**Run 1: clock network drawn from the DEF**

Bar = 20 um.
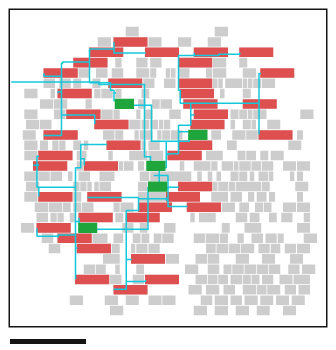
**Run 1: routed metal, one colour a layer**

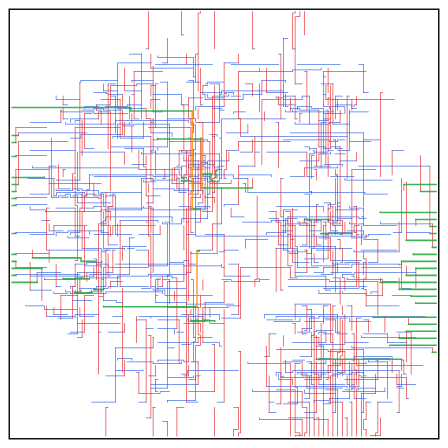
**Run 1: placement view**

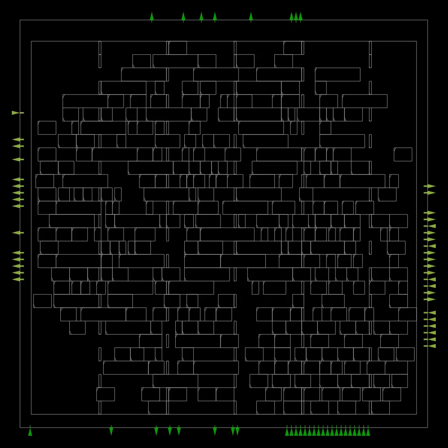
--- src/rtl/pipe_ctrl_pkg.sv ---
// Shared types and constants for the pipeline hazard controller.
// Holds FSM state encoding and register-file address helpers.
package pipe_ctrl_pkg;

  localparam int REG_ADDR_W = 5;
  localparam logic [REG_ADDR_W-1:0] REG_ZERO = 5'd0;

  typedef enum logic [1:0] {
    RUN      = 2'd0,
    MC_ISSUE = 2'd1,
    MC_BUSY  = 2'd2
  } state_e;

  // A source only counts if it is read and is not the hardwired zero reg.
  function automatic logic src_live(
    input logic                  used,
    input logic [REG_ADDR_W-1:0] src
  );
    return used && (src != REG_ZERO);
  endfunction

endpackage

--- src/rtl/pipe_hazard_detect.sv ---
// RAW hazard comparator between ID sources and EXE/MEM destinations.
// With forwarding only an EXE load can still cause a stall.
module pipe_hazard_detect
  import pipe_ctrl_pkg::*;
#(
  parameter bit FORWARD_EN = 1'b0
) (
  input  logic [REG_ADDR_W-1:0] rs_addr,
  input  logic [REG_ADDR_W-1:0] rt_addr,
  input  logic                  rs_used,
  input  logic                  rt_used,
  input  logic                  exe_rf_wena,
  input  logic [REG_ADDR_W-1:0] exe_rf_waddr,
  input  logic                  exe_is_load,
  input  logic                  mem_rf_wena,
  input  logic [REG_ADDR_W-1:0] mem_rf_waddr,
  output logic                  hazard
);

  logic exe_ok;
  logic mem_ok;
  logic rs_hit;
  logic rt_hit;

  // Which in-flight writers can still cause a stall
  assign exe_ok = exe_rf_wena && (FORWARD_EN ? exe_is_load : 1'b1);
  assign mem_ok = mem_rf_wena && !FORWARD_EN;

  // Per-source match against the qualified writers
  assign rs_hit = src_live(rs_used, rs_addr) &&
                  ((exe_ok && (exe_rf_waddr == rs_addr)) ||
                   (mem_ok && (mem_rf_waddr == rs_addr)));
  assign rt_hit = src_live(rt_used, rt_addr) &&
                  ((exe_ok && (exe_rf_waddr == rt_addr)) ||
                   (mem_ok && (mem_rf_waddr == rt_addr)));

  assign hazard = rs_hit || rt_hit;

endmodule

--- src/rtl/pipe_hazard_ctrl.sv ---
// Pipeline sequencer: stage enables, flush/bubble, MC handshake,
// multi-cycle timeout and a saturating stall counter.
module pipe_hazard_ctrl
  import pipe_ctrl_pkg::*;
#(
  parameter bit FORWARD_EN = 1'b0,
  parameter int MC_TIMEOUT = 64,
  parameter int CNT_W      = 32
) (
  input  logic                  clk,
  input  logic                  rst,
  input  logic [REG_ADDR_W-1:0] id_rs_addr,
  input  logic [REG_ADDR_W-1:0] id_rt_addr,
  input  logic                  id_rs_used,
  input  logic                  id_rt_used,
  input  logic                  id_branch_taken,
  input  logic                  id_mc_start,
  input  logic                  exe_rf_wena,
  input  logic [REG_ADDR_W-1:0] exe_rf_waddr,
  input  logic                  exe_is_load,
  input  logic                  mem_rf_wena,
  input  logic [REG_ADDR_W-1:0] mem_rf_waddr,
  input  logic                  mc_ack,
  input  logic                  mc_done,
  output logic                  pc_wena,
  output logic                  fd_wena,
  output logic                  fd_flush,
  output logic                  de_bubble,
  output logic                  em_wena,
  output logic                  mw_wena,
  output logic                  stall,
  output logic                  mc_req,
  output logic                  mc_timeout,
  output logic [CNT_W-1:0]      stall_cnt
);

  localparam int TO_W = (MC_TIMEOUT > 1) ? $clog2(MC_TIMEOUT) : 1;
  localparam logic [TO_W-1:0] TO_LAST = TO_W'(MC_TIMEOUT - 1);

  state_e          state;
  state_e          state_nxt;
  logic            run;
  logic [TO_W-1:0] tcnt;
  logic            to_clr;
  logic            to_hit;
  logic            hazard;

  pipe_hazard_detect #(
    .FORWARD_EN(FORWARD_EN)
  ) u_detect (
    .rs_addr     (id_rs_addr),
    .rt_addr     (id_rt_addr),
    .rs_used     (id_rs_used),
    .rt_used     (id_rt_used),
    .exe_rf_wena (exe_rf_wena),
    .exe_rf_waddr(exe_rf_waddr),
    .exe_is_load (exe_is_load),
    .mem_rf_wena (mem_rf_wena),
    .mem_rf_waddr(mem_rf_waddr),
    .hazard      (hazard)
  );

  // Next state and all pipe controls; everything idle until run is set
  always_comb begin
    state_nxt = state;
    pc_wena   = 1'b0;
    fd_wena   = 1'b0;
    fd_flush  = 1'b0;
    de_bubble = 1'b0;
    em_wena   = 1'b0;
    mw_wena   = 1'b0;
    stall     = 1'b0;
    mc_req    = 1'b0;
    to_clr    = 1'b0;
    to_hit    = 1'b0;
    if (run) begin
      em_wena = 1'b1;
      mw_wena = 1'b1;
      unique case (state)
        RUN: begin
          if (hazard) begin
            stall     = 1'b1;
            de_bubble = 1'b1;
          end else if (id_branch_taken) begin
            pc_wena  = 1'b1;
            fd_wena  = 1'b1;
            fd_flush = 1'b1;
          end else if (id_mc_start) begin
            stall     = 1'b1;
            de_bubble = 1'b1;
            to_clr    = 1'b1;
            state_nxt = MC_ISSUE;
          end else begin
            pc_wena = 1'b1;
            fd_wena = 1'b1;
          end
        end
        MC_ISSUE: begin
          mc_req = 1'b1;
          if (mc_ack && mc_done) begin
            pc_wena   = 1'b1;
            fd_wena   = 1'b1;
            state_nxt = RUN;
          end else begin
            stall     = 1'b1;
            de_bubble = 1'b1;
            if (tcnt == TO_LAST) begin
              to_hit    = 1'b1;
              state_nxt = RUN;
            end else if (mc_ack) begin
              state_nxt = MC_BUSY;
            end
          end
        end
        MC_BUSY: begin
          if (mc_done) begin
            pc_wena   = 1'b1;
            fd_wena   = 1'b1;
            state_nxt = RUN;
          end else begin
            stall     = 1'b1;
            de_bubble = 1'b1;
            if (tcnt == TO_LAST) begin
              to_hit    = 1'b1;
              state_nxt = RUN;
            end
          end
        end
        default: state_nxt = RUN;
      endcase
    end
  end

  // FSM state and run flop; run rises on the first edge out of reset
  always_ff @(posedge clk or negedge rst) begin
    if (!rst) begin
      state <= RUN;
      run   <= 1'b0;
    end else begin
      state <= state_nxt;
      run   <= 1'b1;
    end
  end

  // Cycles spent in the multi-cycle states
  always_ff @(posedge clk or negedge rst) begin
    if (!rst) begin
      tcnt <= '0;
    end else if (to_clr) begin
      tcnt <= '0;
    end else if (state != RUN && state_nxt != RUN) begin
      tcnt <= tcnt + TO_W'(1);
    end
  end

  // Sticky timeout flag
  always_ff @(posedge clk or negedge rst) begin
    if (!rst) begin
      mc_timeout <= 1'b0;
    end else if (to_hit) begin
      mc_timeout <= 1'b1;
    end
  end

  // Saturating count of stalled cycles
  always_ff @(posedge clk or negedge rst) begin
    if (!rst) begin
      stall_cnt <= '0;
    end else if (stall && (stall_cnt != {CNT_W{1'b1}})) begin
      stall_cnt <= stall_cnt + CNT_W'(1);
    end
  end

endmodule

--- config.mk ---
export PLATFORM = sky130hd
export DESIGN_NAME = pipe_hazard_ctrl
export DESIGN_NICKNAME = d
export VERILOG_FILES = /design/src/rtl/pipe_ctrl_pkg.sv /design/src/rtl/pipe_hazard_detect.sv /design/src/rtl/pipe_hazard_ctrl.sv
export SDC_FILE = /design/constraint.sdc
export NUM_CORES = 1
export LEC_CHECK = 0
export ABC_AREA = 0
export CAP_MARGIN = 5
export CORE_MARGIN = 2
export CORE_UTILIZATION = 39
export CTS_CLUSTER_DIAMETER = 100
export DETAILED_ROUTE_END_ITERATION = 12
export GPL_ROUTABILITY_DRIVEN = 1
export HOLD_SLACK_MARGIN = 0.05
export MAX_ROUTING_LAYER = met4
export PLACE_DENSITY = 0.7
export SLEW_MARGIN = 20
export SYNTH_ARGS = -nofsm -noshare
export SYNTH_HDL_FRONTEND = slang
export SYNTH_HIERARCHICAL = 1
export SYNTH_SLANG_ARGS = --single-unit
export TNS_END_PERCENT = 10
--- constraint.sdc ---
create_clock -name clk -period 3 [get_ports clk]
set_input_delay 0.45 -clock clk [delete_from_list [all_inputs] [get_ports clk]]
set_output_delay 0.45 -clock clk [all_outputs]
set_load 0.02 [all_outputs]
==> summary.json, run 1 <==
{
  "grt_setup_unrepaired": "false",
  "final_worst_path_period_need_ps": 2852,
  "comb_power_share": 0.347,
  "yosys_most_used_dff": "dfrtp_1",
  "n_antenna_cell": 0,
  "status": "completed",
  "synthMostInstantiatedCell": "dfrtp_1",
  "tally_of_max_capacitance_violations": 0,
  "syn-mean-instance-area_um2": 10.20,
  "critical_path.reg2reg.startpoint": "stall_cnt[8]",
  "final_min_period_over_clock_period": 0.9505,
  "placedInstanceArea_mm2": 0.003287,
  "clock_path_buffers": 2,
  "critical_path.endpoint": "fd_flush",
  "instances_no_fill": 399,
  "ys_warn_count": 6,
  "synthArstFlopShare": 1.000,
  "finish.net_count": 360,
  "cts_buffers": 5,
  "start_to_end_type_of_the_worst_setup_path": "input port to primary output",
  "share_of_total_power_in_sequential_cells": 0.404,
  "drc": 0,
  "top_usage_layer": "met2",
  "xor_share": 0.1825,
  "io_buffers": 70,
  "p_sw_frac": 0.3283,
  "first_global_vias": 2113,
  "synth.area.top_cells": "dfrtp_1, xnor2_1, xor2_1, nand4_1, nand2_1",
  "final.setup.worst_slack_ps": 148.4,
  "fin_worst_hold_slack_ps": 293.7,
  "dieWidth_um": 83.22,
  "report.final.hold_viol_count": 0,
  "groute.layer.met3.usage": 0.03777,
  "postSynthCellCount": 240,
  "synth.yosys.chip_area_mm2": 0.002447,
  "place_worst_setup_slack_ps": -284.9,
  "drt-pass1-iter-count": 4,
  "post_synth_instance_area_mm2": 0.002447,
  "reg2reg_slack_ps": 790,
  "yosysCellCount": 240,
  "power_per_cell_area_mw_per_mm2": 511.9,
  "yosys-mux-area-fraction": 0.02505,
  "worst_ep_required_time_ps": 2550,
  "htree_levels": 2,
  "use_met2": 0.2830,
  "worst_r2r_path_depth": 7,
  "power_switching_mw": 0.5702,
  "logic_family": "simple AND/OR/NAND/NOR gates",
  "startpoint_type": "input port",
  "openroad.warnings": 31
}
Notes on 'clock network drawn from the DEF' above:
flip-flops: drawn in red, count 42. clock wires: drawn in cyan, length 494 um. cells driving clock nets: drawn in green, count 5.
There are 6 routed clock nets.
portion of total power attributed to the clock network: 0.250
clock skew after layout: 3.951 ps
Latency at later pin: 290 ps
clock network power: 0.433 mW

Notes on 'routed metal, one colour a layer' above:
met1: drawn in blue, wire length 2710 um. met2: drawn in red, wire length 2660 um. met3: drawn in green, wire length 284 um. met4: drawn in orange, wire length 39.4 um.
vias post-DR: 2092
total routing resource utilization after global routing: 0.1794
detailed-route wire length per cell: 14.27 um
Routed Wire Length: 5695 um

Notes on 'placement view' above:
row cnt: 28
final cell utilization of the core: 0.5664
core box area: 0.005991 mm2

==> run 1: final cells by class <==
class                   instances  area [um2]  area share
multi-input cells             186        1340      0.3949
clock buffers                   5       68.82     0.02028
flip-flops and latches         42        1051      0.3097
inverters                       6       22.52    0.006637
well taps                      75       93.84     0.02765
repair buffers                 82       777.0      0.2290
clock inverters                 3       40.04     0.01180
==> run 1: worst max-delay path, stage by stage <==
cell	delay [ps]
clkdlybuf4s50_1	470
or4_1	560
o21ai_1	160
o22ai_2	120
nor2b_2	160
and3_1	160
dlygate4sd2_1	330
==> run 1: cells in the final DEF (no fill, tap or decap), drive strengths merged, types with 6 or more instances in the layout <==
| cell type | count |
|---|---|
| clkdlybuf4s50 | 64 |
| nor2 | 8 |
| dfrtp | 42 |
| clkbuf | 9 |
| inv | 6 |
| ha | 6 |
| nand2 | 22 |
| xor2 | 24 |
| nor4 | 7 |
| nand4 | 14 |
| xnor2 | 27 |
| buf | 13 |
| and3 | 10 |
| nand3 | 15 |
==> run 1: power by group through the flow <==
stage | combinational (mW) | clock, mW | sequential [mW]
after floorplan | 0.320 | 0 | 0.740
after global placement | 0.606 | 0 | 0.710
after detailed placement | 0.619 | 0 | 0.715
after CTS | 0.611 | 0.447 | 0.703
after global routing | 0.667 | 0.469 | 0.717
final | 0.602 | 0.433 | 0.701
==> run 1: routing by layer <==
layer  vias to the layer above  wire [um]
met5                         -          0
met4                         0         39
met3                         6        283
met2                        67       2659
met1                      1003       2713
li1                       1016          -
==> run 1: sequential cells by signal, summed over array words and instances, names as in the netlist <==
register    count
mc_timeout      1
run             1
stall_cnt      32
state           2
tcnt            6
==> run 1: timing repair <==
| action | 4_1_cts | 5_1_grt |
|---|---|---|
| setup endpoints to repair | 5 | 9 |
| gates resized | 6 | 11 |
| pin swaps | 0 | 0 |
--- run 2 (diff from run 1) ---
--- a/config.mk
+++ b/config.mk
@@ -15,7 +15,6 @@
 export HOLD_SLACK_MARGIN = 0.05
 export MAX_ROUTING_LAYER = met4
 export PLACE_DENSITY = 0.7
-export SLEW_MARGIN = 20
 export SYNTH_ARGS = -nofsm -noshare
 export SYNTH_HDL_FRONTEND = slang
 export SYNTH_HIERARCHICAL = 1
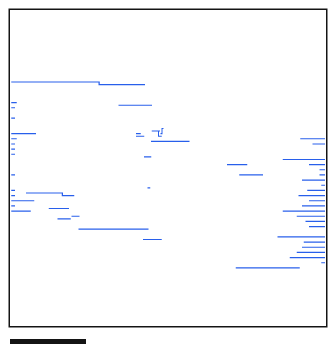
**Above:** run 2 (signal wires on met3).
Bar = 20 um.
The layer carries 284 um of wire. 50 nets have wire on it. The wires run mostly horizontal.

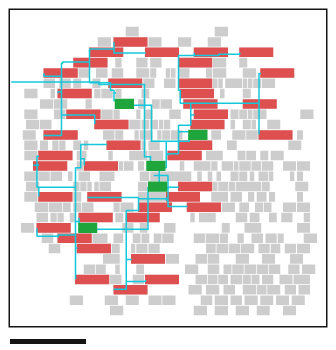
**Above:** run 2 (clock network drawn from the DEF).
Bar = 20 um.
flip-flops: drawn in red, count 42. cells driving clock nets: drawn in green, count 5. clock wires: drawn in cyan, length 494 um.
There are 6 routed clock nets.

==> summary.json, run 2 <==
{
  "pg_comb": {"value": 0.602, "unit": "mW", "change": "about the same"},
  "fin_worst_hold_slack": {"value": 293.7, "unit": "ps", "change": "unchanged"},
  "synth.yosys.chip_area": {"value": 0.002447, "unit": "mm2", "change": "unchanged"},
  "status": {"value": "completed", "change": "unchanged"},
  "grt_usage": {"value": 0.1794, "change": "unchanged"},
  "p_sw_frac": {"value": 0.3283, "change": "unchanged"},
  "htree_levels": {"value": 2, "change": "unchanged"},
  "report.final.hold_viol_count": {"value": 0, "change": "unchanged"},
  "synthArstFlopShare": {"value": 1.000, "change": "unchanged"},
  "first_global_vias": {"value": 2113, "change": "unchanged"},
  "area.combinational": {"value": 0.001340, "unit": "mm2", "change": "unchanged"},
  "yosys_most_used_dff": {"value": "dfrtp_1", "change": "unchanged"},
  "clock_insertion_delay_worst_skew": {"value": 290, "unit": "ps", "change": "about the same"},
  "power_per_cell_area": {"value": 511.9, "unit": "mW/mm2", "change": "unchanged"},
  "final_layout_top_logic_cell": {"value": "clkdlybuf4s50_1", "change": "unchanged"},
  "start_to_end_type_of_the_worst_setup_path": {"value": "input port to primary output", "change": "unchanged"},
  "io_buffers": {"value": 70, "change": "unchanged"},
  "routed_wirelength": {"value": 5695, "unit": "um", "change": "unchanged"},
  "grt_setup_unrepaired": {"value": "false", "change": "unchanged"},
  "groute.layer.met3.usage": {"value": 0.03777, "change": "unchanged"},
  "post_synth_instance_area": {"value": 0.002447, "unit": "mm2", "change": "unchanged"},
  "n_antenna_cell": {"value": 0, "change": "unchanged"},
  "clock_path_buffers": {"value": 2, "change": "unchanged"},
  "synthMostInstantiatedCell": {"value": "dfrtp_1", "change": "unchanged"},
  "dominant_power_group": {"value": "sequential cells", "change": "unchanged"},
  "yosysCellCount": {"value": 240, "change": "unchanged"},
  "finClkSkew": {"value": 3.951, "unit": "ps", "change": "unchanged"},
  "worst_ep_required_time": {"value": 2550, "unit": "ps", "change": "about the same"},
  "startpoint_type": {"value": "input port", "change": "unchanged"},
  "layout_top_cells_excl_fill_tap": {"value": "clkdlybuf4s50_1, dfrtp_1, xnor2_1", "change": "unchanged"},
  "finish.net_count": {"value": 360, "change": "unchanged"},
  "final_min_period_over_clock_period": {"value": 0.9505, "change": "unchanged"},
  "top_usage_layer": {"value": "met2", "change": "unchanged"},
  "drt-pass1-iter-count": {"value": 4, "change": "unchanged"},
  "seq_area": {"value": 0.001051, "unit": "mm2", "change": "unchanged"},
  "power_switching": {"value": 0.5702, "unit": "mW", "change": "unchanged"},
  "syn-mean-instance-area": {"value": 10.20, "unit": "um2", "change": "unchanged"},
  "wire_per_inst": {"value": 14.27, "unit": "um", "change": "unchanged"},
  "openroad.warnings": {"value": 31, "change": "unchanged"},
  "power.share.clock": {"value": 0.250, "change": "about the same"},
  "ys_warn_count": {"value": 6, "change": "unchanged"},
  "top_register": {"value": "stall_cnt", "change": "unchanged"},
  "clock_net_power": {"value": 0.433, "unit": "mW", "change": "about the same"},
  "tally_of_max_capacitance_violations": {"value": 0, "change": "unchanged"}
}
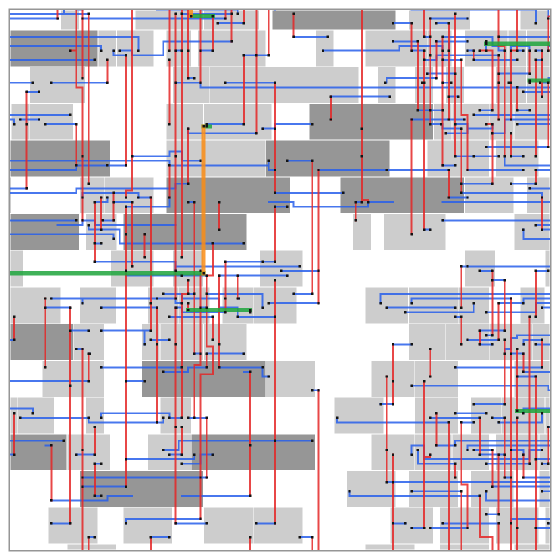
**Above:** run 2 (a small window of the routed layout).
Region (22, 5) to (62, 45) um. Cells in grey, sequential cells in the stronger grey; small squares are vias.
met2: drawn in red. met4: drawn in orange. met3: drawn in green. met1: drawn in blue.
Most frequent: dfrtp_1 (13), clkdlybuf4s50_1 (12). 103 logic cells have their middle in the window. Netlist names of flops here include stall_cnt (10), state (2). Sequential cells in the window: 13.

## run 2: layout make-up
type,count,area share
multi-input cells,186,0.3949
repair buffers,82,0.2290
well taps,75,0.02765
clock buffers,5,0.02028
inverters,6,0.006637
flip-flops and latches,42,0.3097
clock inverters,3,0.01180
## run 2: cell families (layout without fill, tap and decap cells)
logic type / after synthesis / in the layout / synth area share
mux: 6 / 6 / 0.02505
compound gates: 19 / 19 / 0.05932
xor+xnor: 51 / 51 / 0.1825
flops: 42 / 42 / 0.4294
fa+ha+maj: 6 / 6 / 0.03067
buf+inv: 12 / 96 / 0.03067
other cells: 1 / 1 / 0.001532
simple gates: 103 / 103 / 0.2408
## run 2: per-stage QoR
step / TNS (ps) / setup WS [ps] / cells
3_5_place_dp: -2406 / -284.9 / 391
6_report: 0 / 148.4 / 399
5_1_grt: 0 / 44.29 / 399
3_3_place_gp: -1459 / -225.9 / 391
4_1_cts: -0.7829 / -0.4212 / 399
2_1_floorplan: 0 / 478.4 / 240
## run 2: repair_timing
item,in CTS,in global routing
endpoints found under the setup margin,5,9
endpoints found under the hold margin,0,0
gates resized,6,11
## run 2: worst paths after layout
kind                                end  slack [ps]  cells after the start
max                            fd_flush         150                      7
min                            state[0]         290                      1
max reg2reg                stall_cnt[0]         790                      7
min reg2reg                  mc_timeout         480                      1
max in group asynchronous       tcnt[1]        2140                      1
min in group clk             mc_timeout         480                      1
## run 2: worst max-delay path: stages
cell and delay [ps]:
clkdlybuf4s50_1 470, or4_1 560, o21ai_1 160, o22ai_2 120
nor2b_2 160, and3_1 160, dlygate4sd2_1 330
## run 2: routing by layer
metal  vias to the layer above  part of all wire
li1                       1016                 -
met1                      1003              0.48
met2                        67              0.47
met3                         6             0.050
met4                         0            0.0068
met5                         -                 0
--- run 3 (diff from run 2) ---
--- a/config.mk
+++ b/config.mk
@@ -7,14 +7,17 @@
 export LEC_CHECK = 0
 export ABC_AREA = 0
 export CAP_MARGIN = 5
+export CELL_PAD_IN_SITES_DETAIL_PLACEMENT = 1
+export CELL_PAD_IN_SITES_GLOBAL_PLACEMENT = 2
+export CORE_ASPECT_RATIO = 0.7
 export CORE_MARGIN = 2
-export CORE_UTILIZATION = 39
+export CORE_UTILIZATION = 31
 export CTS_CLUSTER_DIAMETER = 100
 export DETAILED_ROUTE_END_ITERATION = 12
 export GPL_ROUTABILITY_DRIVEN = 1
 export HOLD_SLACK_MARGIN = 0.05
 export MAX_ROUTING_LAYER = met4
-export PLACE_DENSITY = 0.7
+export PLACE_DENSITY = 0.87
 export SYNTH_ARGS = -nofsm -noshare
 export SYNTH_HDL_FRONTEND = slang
 export SYNTH_HIERARCHICAL = 1
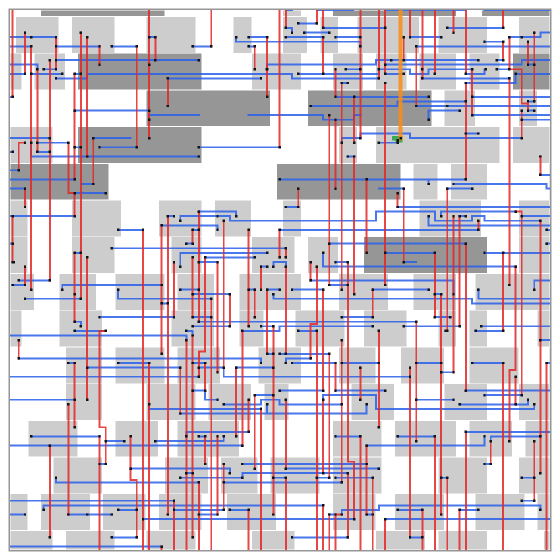
**Above:** run 3 (a small window of the routed layout).
Region (35, 4) to (75, 44) um. Cells in grey, sequential cells in the stronger grey; small squares are vias.
met4: drawn in orange. met1: drawn in blue. met3: drawn in green. met2: drawn in red.
Most frequent: clkdlybuf4s50_1 (22), xor2_1 (16), buf_4 (8). 98 logic cells have their middle in the window. Sequential cells in the window: 7. Netlist names of flops here include stall_cnt (3), tcnt (2).

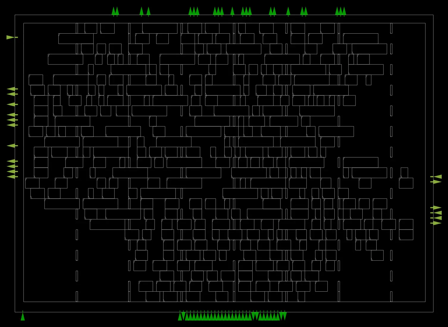
**Above:** run 3 (placement view).
fraction of area in registers: 0.2991
Layout Cells excl Fill: 429

==> summary.json, run 3 <==
{
  "post_synth_instance_area": {"value": 0.002447, "unit": "mm2", "change": "unchanged"},
  "placedInstanceArea": {"value": 0.003342, "unit": "mm2", "change": "was 0.003287 mm2"},
  "clock_path_buffers": {"value": 2, "change": "unchanged"},
  "cts_buffers": {"value": 5, "change": "unchanged"},
  "flip_flop_count_of_the_largest_register_after_layout": {"value": 32, "change": "unchanged"},
  "io_buffers": {"value": 70, "change": "unchanged"},
  "grt_setup_unrepaired": {"value": "true", "change": "was false"},
  "critical_path.reg2reg.startpoint": {"value": "stall_cnt[8]", "change": "unchanged"},
  "multi_input_comb_cells": {"value": 186, "change": "unchanged"},
  "status": {"value": "completed", "change": "unchanged"},
  "num_tap_cells": {"value": 101, "change": "was 75"},
  "drt-pass1-iter-count": {"value": 4, "change": "unchanged"},
  "report.final.hold_viol_count": {"value": 0, "change": "unchanged"},
  "first_global_vias": {"value": 2282, "change": "was 2113"},
  "grt_usage": {"value": 0.1833, "change": "was 0.1794"},
  "drc": {"value": 0, "change": "unchanged"},
  "row_cnt": {"value": 27, "change": "was 28"},
  "postSynthCellCount": {"value": 240, "change": "unchanged"},
  "fin_worst_hold_slack": {"value": 307.4, "unit": "ps", "change": "was 293.7 ps"},
  "n_antenna_cell": {"value": 0, "change": "unchanged"},
  "yosysCellCount": {"value": 240, "change": "unchanged"},
  "setup-tns-final": {"value": 0, "unit": "ps", "change": "unchanged"},
  "power_switching": {"value": 0.6201, "unit": "mW", "change": "was 0.5702 mW"},
  "final_worst_path_period_need": {"value": 2953, "unit": "ps", "change": "was 2852 ps"},
  "layout_top_cells_excl_fill_tap": {"value": "clkdlybuf4s50_1, dfrtp_1, xnor2_1", "change": "unchanged"},
  "largest_cell_class": {"value": "logic gates", "change": "unchanged"},
  "top_regs": {"value": "stall_cnt: 32 flops, tcnt: 6 flops, state: 2 flops", "change": "unchanged"},
  "tally_of_max_capacitance_violations": {"value": 0, "change": "unchanged"},
  "core_area": {"value": 0.007770, "unit": "mm2", "change": "was 0.005991 mm2"},
  "comb_area_share": {"value": 0.3853, "change": "was 0.3949"},
  "clockBufferCount": {"value": 7, "change": "was 5"},
  "synth.area.top_cells": {"value": "dfrtp_1, xnor2_1, xor2_1, nand4_1, nand2_1", "change": "unchanged"},
  "wire_per_inst": {"value": 16.36, "unit": "um", "change": "was 14.27 um"},
  "syn-mean-instance-area": {"value": 10.20, "unit": "um2", "change": "unchanged"},
  "share_of_total_power_in_sequential_cells": {"value": 0.379, "change": "was 0.404"},
  "worst_ep_required_time": {"value": 2550, "unit": "ps", "change": "about the same"},
  "clk_share": {"value": 0.04202, "change": "was 0.03208"},
  "synthMostInstantiatedCell": {"value": "dfrtp_1", "change": "unchanged"},
  "area.combinational": {"value": 0.001354, "unit": "mm2", "change": "was 0.001340 mm2"},
  "openroad.warnings": {"value": 32, "change": "was 31"},
  "final.setup.worst_slack": {"value": 46.87, "unit": "ps", "change": "was 148.4 ps"},
  "num_vias": {"value": 2150, "change": "was 2092"},
  "yosys_most_used_dff": {"value": "dfrtp_1", "change": "unchanged"},
  "place_worst_setup_slack": {"value": -376.0, "unit": "ps", "change": "was -284.9 ps"}
}
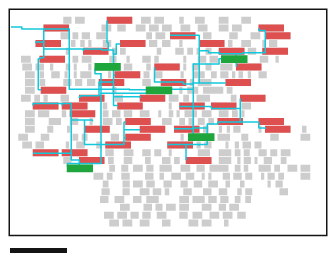
**Above:** run 3 (clock network drawn from the DEF).
Bar = 20 um.
cells driving clock nets: drawn in green, count 5. flip-flops: drawn in red, count 42. clock wires: drawn in cyan, length 600 um.
There are 6 routed clock nets.
clock skew after layout: 3.817 ps
clock network power: 0.549 mW
portion of total power attributed to the clock network: 0.293

-- run 3: cell counts after synthesis --
No cell type changed its count.
-- run 3: layer usage --
layer	share of wire	up-vias	global-route usage
met5	0	-	-
met4	0.011	0	0.04750
met3	0.026	8	0.03654
met2	0.47	26	0.2785
met1	0.50	1096	0.2509
li1	-	1020	-
-- run 3: timing repair --
| item | CTS | global route |
|---|---|---|
| setup endpoints to repair | 6 | 11 |
| pin swaps | 0 | 3 |
| gates resized | 12 | 11 |
| hold buffers | 0 | 0 |
| buffers inserted | 0 | 1 |
-- run 3: critical path, cell delays in order --
cell and delay [ps]:
clkdlybuf4s50_1 460, or4_1 490, o21ai_1 180, o22ai_2 140, o21a_1 220, o21bai_4 200
inv_1 70, clkdlybuf4s15_1 280
-- run 3: power groups by stage --
stage | Combinational, mW | Sequential, mW | Clock, mW
finish | 0.612 | 0.710 | 0.549
global route | 0.672 | 0.724 | 0.578
CTS | 0.613 | 0.710 | 0.560
detailed placement | 0.618 | 0.717 | 0
global placement | 0.608 | 0.713 | 0
floorplan | 0.320 | 0.740 | 0
-- run 3: path summary, 6_finish.rpt --
| path | end | cells after the start |
|---|---|---|
| min in group clk | mc_timeout | 1 |
| max in group asynchronous | stall_cnt[27] | 1 |
| setup reg to reg | stall_cnt[1] | 6 |
| hold / removal | mc_timeout | 1 |
| hold reg to reg | mc_timeout | 1 |
| setup / recovery | stall | 8 |
-- run 3: cell families after synthesis --
logic type / synth area share
simple gates: 0.2408
xor+xnor: 0.1825
flops: 0.4294
compound gates: 0.05932
buf+inv: 0.03067
fa+ha+maj: 0.03067
mux: 0.02505
other cells: 0.001532
Power is estimated from default activity; no workload was simulated.
